`src/rtl/selector_counter_autorepeat.sv`:
```
// Up/down selector counter driven by two active-low push-buttons, with press-edge
// stepping, hold-to-auto-repeat, wrap/saturate bounds, preset load and status flags.
module selector_counter_autorepeat #(
  parameter int unsigned SIZE_COUNT    = 8,
  parameter int unsigned MIN_VAL       = 0,
  parameter int unsigned MAX_VAL       = 2**SIZE_COUNT-1,
  parameter int unsigned STEP          = 1,
  parameter int unsigned WRAP          = 1,
  parameter int unsigned SYNC_STAGES   = 2,
  parameter int unsigned HOLD_DELAY    = 50,
  parameter int unsigned REPEAT_PERIOD = 10
) (
  input  logic                  clk,
  input  logic                  rst,
  input  logic                  sum,
  input  logic                  rest,
  input  logic                  load,
  input  logic [SIZE_COUNT-1:0] load_val,
  output logic [SIZE_COUNT-1:0] valor,
  output logic                  at_max,
  output logic                  at_min,
  output logic                  changed
);

  typedef logic [SIZE_COUNT:0] wide_t;
  typedef enum logic [1:0] {IDLE, HOLD, REPEAT} state_e;

  localparam wide_t MIN_W  = wide_t'(MIN_VAL);
  localparam wide_t MAX_W  = wide_t'(MAX_VAL);
  localparam wide_t STEP_W = wide_t'(STEP);
  localparam wide_t LIM_HI = MAX_W - STEP_W;
  localparam wide_t LIM_LO = MIN_W + STEP_W;
  localparam logic [SIZE_COUNT-1:0] MIN_V  = SIZE_COUNT'(MIN_VAL);
  localparam logic [SIZE_COUNT-1:0] MAX_V  = SIZE_COUNT'(MAX_VAL);
  localparam logic [SIZE_COUNT-1:0] STEP_V = SIZE_COUNT'(STEP);
  localparam int unsigned CNT_TOP = (HOLD_DELAY > REPEAT_PERIOD) ? HOLD_DELAY : REPEAT_PERIOD;
  localparam int unsigned CW      = $clog2(CNT_TOP + 1);
  localparam logic [CW-1:0] HOLD_C = CW'(HOLD_DELAY);
  localparam logic [CW-1:0] REP_C  = CW'(REPEAT_PERIOD);

  logic [SYNC_STAGES-1:0] sum_sync_q, rest_sync_q, fill_q;
  logic                   up_prev_q, dn_prev_q;
  logic                   su, re, up_lone, dn_lone, up_edge, dn_edge, held;

  state_e                 state_q, state_d;
  logic [CW-1:0]          cnt_q, cnt_d, cnt_inc;
  logic                   dir_q, dir_d, step_q, step_d, step_up_q, locked_q, locked_d;

  logic [SIZE_COUNT-1:0]  valor_q, valor_d, stepped;
  logic                   changed_q, changed_d;
  wide_t                  cur_w, ld_w;

  always_ff @(posedge clk or negedge rst) begin
    if (!rst) begin
      sum_sync_q  <= '1;
      rest_sync_q <= '1;
      fill_q      <= '0;
      up_prev_q   <= 1'b0;
      dn_prev_q   <= 1'b0;
    end else begin
      sum_sync_q  <= {sum_sync_q[SYNC_STAGES-2:0], sum};
      rest_sync_q <= {rest_sync_q[SYNC_STAGES-2:0], rest};
      fill_q      <= {fill_q[SYNC_STAGES-2:0], 1'b1};
      up_prev_q   <= up_lone;
      dn_prev_q   <= dn_lone;
    end
  end

  // Edges are taken on the "exactly one button" level, so leaving a conflict or
  // swapping buttons directly both register as a fresh press.
  assign su      = ~sum_sync_q[SYNC_STAGES-1];
  assign re      = ~rest_sync_q[SYNC_STAGES-1];
  assign up_lone = su & ~re;
  assign dn_lone = re & ~su;
  assign up_edge = up_lone & ~up_prev_q;
  assign dn_edge = dn_lone & ~dn_prev_q;
  assign held    = dir_q ? up_lone : dn_lone;
  assign cnt_inc = cnt_q + CW'(1);

  // After reset the synchroniser reads "released"; stay locked until real samples
  // show both buttons up, so a button held through reset never steps.
  always_comb begin
    state_d  = state_q;
    cnt_d    = cnt_q;
    dir_d    = dir_q;
    step_d   = 1'b0;
    locked_d = locked_q & ~(fill_q[SYNC_STAGES-1] & ~su & ~re);
    if (locked_q) begin
      state_d = IDLE;
      cnt_d   = '0;
    end else if (up_edge || dn_edge) begin
      step_d  = 1'b1;
      dir_d   = up_edge;
      cnt_d   = '0;
      state_d = HOLD;
    end else if (state_q != IDLE && held) begin
      if ((state_q == HOLD && cnt_inc == HOLD_C) || (state_q == REPEAT && cnt_inc == REP_C)) begin
        step_d  = 1'b1;
        cnt_d   = '0;
        state_d = REPEAT;
      end else begin
        cnt_d = cnt_inc;
      end
    end else begin
      state_d = IDLE;
      cnt_d   = '0;
    end
  end

  always_comb begin
    cur_w   = {1'b0, valor_q};
    ld_w    = {1'b0, load_val};
    stepped = valor_q;
    if (step_up_q) begin
      if (cur_w <= LIM_HI) stepped = valor_q + STEP_V;
      else                 stepped = (WRAP != 0) ? MIN_V : MAX_V;
    end else begin
      if (cur_w >= LIM_LO) stepped = valor_q - STEP_V;
      else                 stepped = (WRAP != 0) ? MAX_V : MIN_V;
    end
    valor_d = valor_q;
    if (load) begin
      if (ld_w < MIN_W)      valor_d = MIN_V;
      else if (ld_w > MAX_W) valor_d = MAX_V;
      else                   valor_d = load_val;
    end else if (step_q) begin
      valor_d = stepped;
    end
    changed_d = (valor_d != valor_q);
  end

  always_ff @(posedge clk or negedge rst) begin
    if (!rst) begin
      state_q   <= IDLE;
      cnt_q     <= '0;
      dir_q     <= 1'b0;
      step_q    <= 1'b0;
      step_up_q <= 1'b0;
      locked_q  <= 1'b1;
      valor_q   <= MIN_V;
      changed_q <= 1'b0;
    end else begin
      state_q   <= state_d;
      cnt_q     <= cnt_d;
      dir_q     <= dir_d;
      step_q    <= step_d;
      step_up_q <= dir_d;
      locked_q  <= locked_d;
      valor_q   <= valor_d;
      changed_q <= changed_d;
    end
  end

  assign valor   = valor_q;
  assign changed = changed_q;
  assign at_max  = (valor_q == MAX_V);
  assign at_min  = (valor_q == MIN_V);

endmodule
```
`config.mk`:
```
export PLATFORM = sky130hd
export DESIGN_NAME = selector_counter_autorepeat
export DESIGN_NICKNAME = d
export VERILOG_FILES = /design/src/rtl/selector_counter_autorepeat.sv
export SDC_FILE = /design/constraint.sdc
export NUM_CORES = 1
export LEC_CHECK = 0
export ABC_AREA = 1
export CORE_MARGIN = 2
export CORE_UTILIZATION = 33
export DETAILED_ROUTE_END_ITERATION = 6
export MAX_ROUTING_LAYER = met4
export PLACE_DENSITY = 0.53
export SLEW_MARGIN = 0
export SYNTH_ARGS = -nofsm -noshare
export SYNTH_HDL_FRONTEND = slang
export SYNTH_SLANG_ARGS = --single-unit
```
`constraint.sdc`:
```
create_clock -name clk -period 3.4 [get_ports clk]
set_clock_uncertainty 0.05 [all_clocks]
set_input_delay 0.68 -clock clk [delete_from_list [all_inputs] [get_ports clk]]
set_output_delay 0.68 -clock clk [all_outputs]
set_load 0.02 [all_outputs]
```
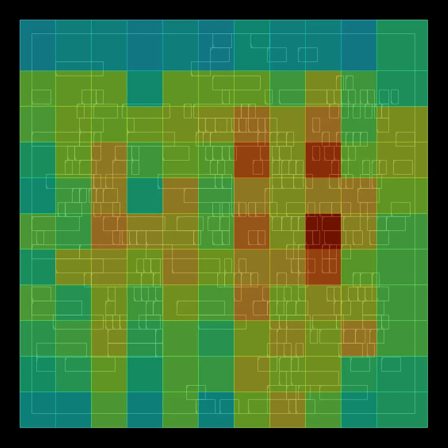
run_1/congestion.png
met2 global-route usage: 28.4%
GR Util All Layers: 15.7%
met3 Usage GRT: 1.93%

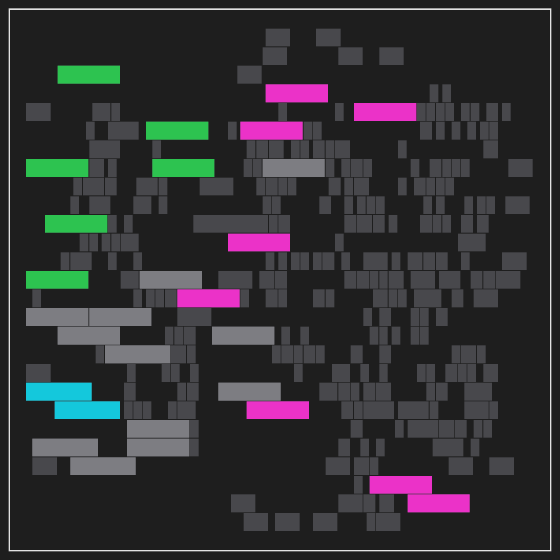
run_1/flops_by_reg.png
Other sequential cells in the stronger gray, the rest of the logic in the fainter gray.
[magenta] valor | flops: 8
[cyan] rest_sync_q | flops: 2
[green] cnt_q | flops: 6
not colored: 12
Reg area: 707 um^2
sequential fraction of total cell area: 31.9%
Post-Route Utilization: 40.7%
Seq. pwr: 403 uW

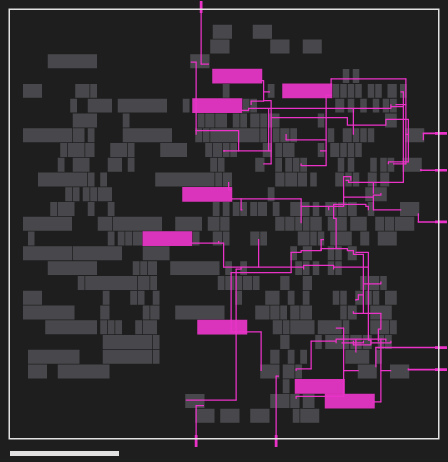
run_1/io_fan.png
Scale bar: 20 um.
[magenta] valor | bits: 8 | direction: output | edge: 5 right, 2 bottom, 1 top | end cells: 8 | buffers: 8 | wire: 624 um
number of top-level design ports: 24
Port Buffers: 23

==> summary.rpt, run 1 <==
=== SYNTHESIS / PLACE & ROUTE SUMMARY ===
----------------------------------------------------
[Global routing]
  Total congestion overflow ........................ 0
  Number of global-route vias before repair ........................ 1713
  First-pass GRT wire length ........................ 7650 um
  Maximum number of pins on one net before global-route repair ........................ 17
  Number of antenna violations at the first check in global routing ........................ 0

[Route]
  Total vias in the final route ........................ 1705
  Post-detailed-route count of antenna-violating nets ........................ 0
  Initial DRT Pass Iterations ........................ 4
  Average wire per standard cell ........................ 11.9 um

[Outcome]
  Run status ........................ completed

[Worst setup path]
  Launching element of the worst setup path ........................ valor[0]
  Critical path capture point ........................ at_min
  FF-to-FF setup slack ........................ 1.35 ns
  Critical Path AT ........................ 2.04 ns
  Kind of start point of the critical path ........................ flop

[Clock tree]
  CTS H-tree lvls ........................ 1
  Total setup buffers inserted after CTS ........................ 0
  Clock Latency Late Sink ........................ 0.27 ns
  TritonCTS clock tree ........................ built
  Post-cts repair resize count ........................ 0
  Clock edge transition at the registers on the reported setup and hold paths ........................ 0.10 ns

[Logic synthesis]
  Part of the Yosys area used for sequential elements ........................ 38.3%
  Net count after synthesis ........................ 282
  Ys flops ........................ 28
  Tally of yosys warning messages ........................ 0
  Avg Cell Area, Syn ........................ 7.02 um^2
  Main logic family after synthesis ........................ simple AND/OR/NAND/NOR gates

[Finish]
  Dominant kind of cell by area ........................ combinational gates
  Clock tree buffer count of the final layout ........................ 3
  Flip-flops ........................ 28
  Growth of design area from synthesis to finish ........................ 20.0%
  Share of cells above drive strength 1 ........................ 11.1%
  Most common cell after layout, fill and taps aside ........................ sky130_fd_sc_hd__nand2_1
  # nets final ........................ 307
  Fill count ........................ 573
  Multi-input gate share of total cell area ........................ 43.8%

[Place]
  Final RePlAce weighted congestion ........................ 0.854

[Die]
  Placeable core region ........................ 5440 um^2
  Area of the chip ........................ 6210 um^2
  Vertical extent of the die ........................ 78.8 um

[Hold path]
  Worst hold endpoint ........................ fill_q[1]

[Timing]
  Sum of negative setup slack ........................ 0 ns

----------------------------------------------------
run 1: state kept, by name (all words and copies together), names as in the netlist, 2 cells and up:
name,flops
fill_q,2
valor,8
cnt_q,6
rest_sync_q,2
state_q,2
sum_sync_q,2
run 1: cells in the mapped netlist, types with 4 or more instances:
library cell,n
sky130_fd_sc_hd__nand2_1,78
sky130_fd_sc_hd__inv_1,31
sky130_fd_sc_hd__nor2_1,30
sky130_fd_sc_hd__nand3_1,29
sky130_fd_sc_hd__dfrtp_1,23
sky130_fd_sc_hd__a21oi_1,11
sky130_fd_sc_hd__ha_1,6
sky130_fd_sc_hd__nand4_1,6
sky130_fd_sc_hd__dfstp_2,5
sky130_fd_sc_hd__inv_2,4
sky130_fd_sc_hd__nand2_2,4
sky130_fd_sc_hd__o21ai_1,4
run 1: layer usage:
layer | global-route usage (%) | vias to the layer above
li1 | - | 877
met1 | 18.7 | 800
met2 | 28.4 | 26
met3 | 1.93 | 2
met4 | 3.97 | 0
met5 | - | -
run 1: per-stage QoR:
stage	cell area, um^2	power, uW	util [%]	worst slack, ns	std cells
floorplan	1850	570	-	1.28	263
global placement	2140	656	39.4	0.973	355
detailed placement	2140	655	39.4	0.925	355
CTS	2220	923	40.7	0.604	359
global route	2220	974	40.7	0.496	359
finish	2220	910	40.7	0.626	359
run 1: critical path, stage by stage, from the launching register on:
cell and delay (ns):
sky130_fd_sc_hd__dfrtp_1 0.46, sky130_fd_sc_hd__inv_2 0.17, sky130_fd_sc_hd__ha_1 0.26, sky130_fd_sc_hd__nand3_2 0.13
sky130_fd_sc_hd__nor2_4 0.15, sky130_fd_sc_hd__clkdlybuf4s50_1 0.61
run 1: power breakdown:
part           leakage, uW  internal [uW]  switching (uW)  total [uW]
sequential        0.000339            356            46.6         403
clock            0.0000357            158             104         262
combinational     0.000703           96.8             148         245
==> inputs of run 2 (changes only) <==
Clock period 3.4 ns to 2.7 ns, I/O delays scaled along.
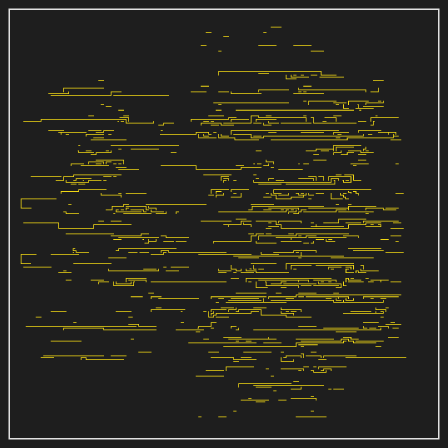
run_2/layer_met1.png
longest straight run: 23.5 um
nets with wire on the layer: 270
share of all routed wire: 48%
main direction: horizontal
final wirelength: 4240 um
total vias in the final route: 1700

==> summary.rpt, run 2 <==
=== SYNTHESIS / PLACE & ROUTE SUMMARY ===
----------------------------------------------------
[Route]
  Initial DRT Pass Iterations ........................ 4 (unchanged)
  Average wire per standard cell ........................ 11.8 um (was 11.9 um)
  Post-detailed-route count of antenna-violating nets ........................ 0 (unchanged)

[Logic synthesis]
  Net count after synthesis ........................ 282 (unchanged)
  Avg Cell Area, Syn ........................ 7.02 um^2 (unchanged)
  Tally of yosys warning messages ........................ 0 (unchanged)
  Most frequently used cell type in the post-synthesis netlist ........................ sky130_fd_sc_hd__nand2_1 (unchanged)
  Part of the Yosys area used for sequential elements ........................ 38.3% (unchanged)
  Most frequent cells after synthesis ........................ 78 x sky130_fd_sc_hd__nand2_1, 31 x sky130_fd_sc_hd__inv_1, 30 x sky130_fd_sc_hd__nor2_1 (unchanged)

[Finish]
  Share of cells above drive strength 1 ........................ 11.1% (unchanged)
  Fill count ........................ 592 (was 573)
  Growth of design area from synthesis to finish ........................ 20.1% (was 20.0%)
  Most common cell after layout, fill and taps aside ........................ sky130_fd_sc_hd__nand2_1 (unchanged)
  Post-route non-filler standard cell count ........................ 359 (unchanged)

[Global routing]
  Total congestion overflow ........................ 0 (unchanged)
  GR Util All Layers ........................ 15.4% (was 15.7%)
  Maximum number of pins on one net before global-route repair ........................ 29 (was 17)
  First-pass GRT wire length ........................ 7430 um (was 7650 um)
  Number of global-route vias before repair ........................ 1632 (was 1713)

[Power]
  Switching part of the total ........................ 33.2% (was 32.9%)
  Net Switching ........................ 382 uW (was 299 uW)
  Seq. pwr ........................ 505 uW (was 403 uW)
  Main power group ........................ registers (unchanged)
  Internal Power ........................ 769 uW (was 610 uW)
  Total chip power ........................ 1150 uW (was 910 uW)
  Sequential Power Share ........................ 43.9% (was 44.3%)
  Total combinational power ........................ 310 uW (was 245 uW)

[Worst setup path]
  Launching element of the worst setup path ........................ valor[1] (was valor[0])
  Kind of start point of the critical path ........................ flop (unchanged)
  Critical path capture point ........................ at_max (was at_min)

[Clock tree]
  TritonCTS clock tree ........................ built (unchanged)
  Clock edge transition at the registers on the reported setup and hold paths ........................ 0.10 ns (about the same)
  CTS H-tree lvls ........................ 1 (unchanged)

[Die]
  Number of top-level design ports ........................ 24 (unchanged)
  Vertical extent of the die ........................ 78.8 um (unchanged)

[Place]
  Placed instance area ........................ 2140 um^2 (unchanged)
  Port Buffers ........................ 23 (unchanged)
  Post-Place Cells ........................ 355 (unchanged)

[Outcome]
  Run status ........................ completed (unchanged)

[Hold path]
  Worst hold endpoint ........................ fill_q[1] (unchanged)

----------------------------------------------------
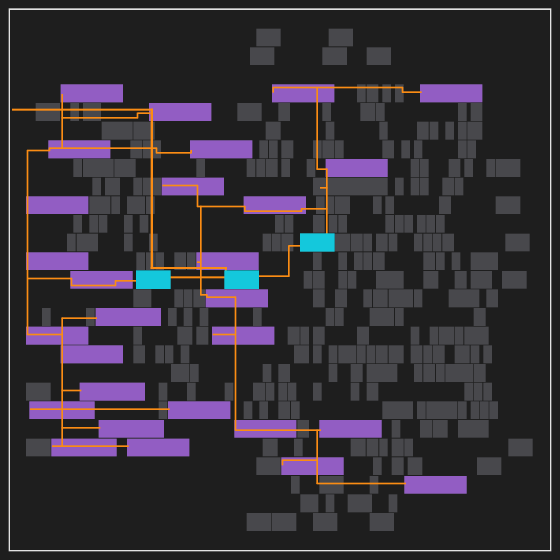
run_2/clk_routes.png
[purple] flip-flops | count: 28
[orange] clock wires | length: 404 um
[cyan] clock drivers | count: 3
routed clock nets: 4
total clock network power: 336 uW
Clock Latency Late Sink: 0.28 ns
proportion of power drawn by the clock network: 29.2%

-- run 2: kinds of logic after synthesis --
logic type               Yosys count
adder cells (fa/ha/maj)            6
AND-OR/OR-AND                     22
XOR/XNOR                           4
other                              1
AND/OR/NAND/NOR                  162
buffers and inverters             40
flip-flops                        28
-- run 2: final cells by class --
| type | count | share of cell area [%] |
|---|---|---|
| Multi-Input combinational cell | 195 | 43.8 |
| Sequential cell | 28 | 31.9 |
| Timing Repair Buffer | 25 | 11.2 |
| Inverter | 35 | 5.92 |
| Tap cell | 72 | 4.06 |
| Clock buffer | 3 | 1.86 |
| Clock inverter | 1 | 1.35 |
-- run 2: metrics by stage --
step                util (%)  hold WS, ns  worst slack (ns)
floorplan                  -        0.194             0.724
global placement        39.4        0.288             0.405
detailed placement      39.4        0.290             0.353
CTS                     40.7        0.313            0.0172
global route            40.8        0.316            0.0325
finish                  40.8        0.309             0.160
-- run 2: repair_timing --
action | 4_1_cts | 5_1_grt
resized | 0 | 1
buffers inserted | 0 | 0
endpoints found under the setup margin | 0 | 1
-- run 2: critical path: stages (launching register included) --
cell,delay (ns)
sky130_fd_sc_hd__dfrtp_1,0.50
sky130_fd_sc_hd__ha_1,0.24
sky130_fd_sc_hd__nand3_1,0.14
sky130_fd_sc_hd__nor3_1,0.17
sky130_fd_sc_hd__clkdlybuf4s50_1,0.62
-- run 2: layer usage --
| metal | vias up | global-route usage, % | share of wire [%] |
|---|---|---|---|
| met1 | 780 | 19.2 | 48 |
| met5 | - | - | 0 |
| met4 | 0 | 3.62 | 0.54 |
| met3 | 2 | 2.84 | 4.0 |
| li1 | 879 | - | - |
| met2 | 39 | 26.1 | 48 |
Power is estimated from default activity; no workload was simulated.
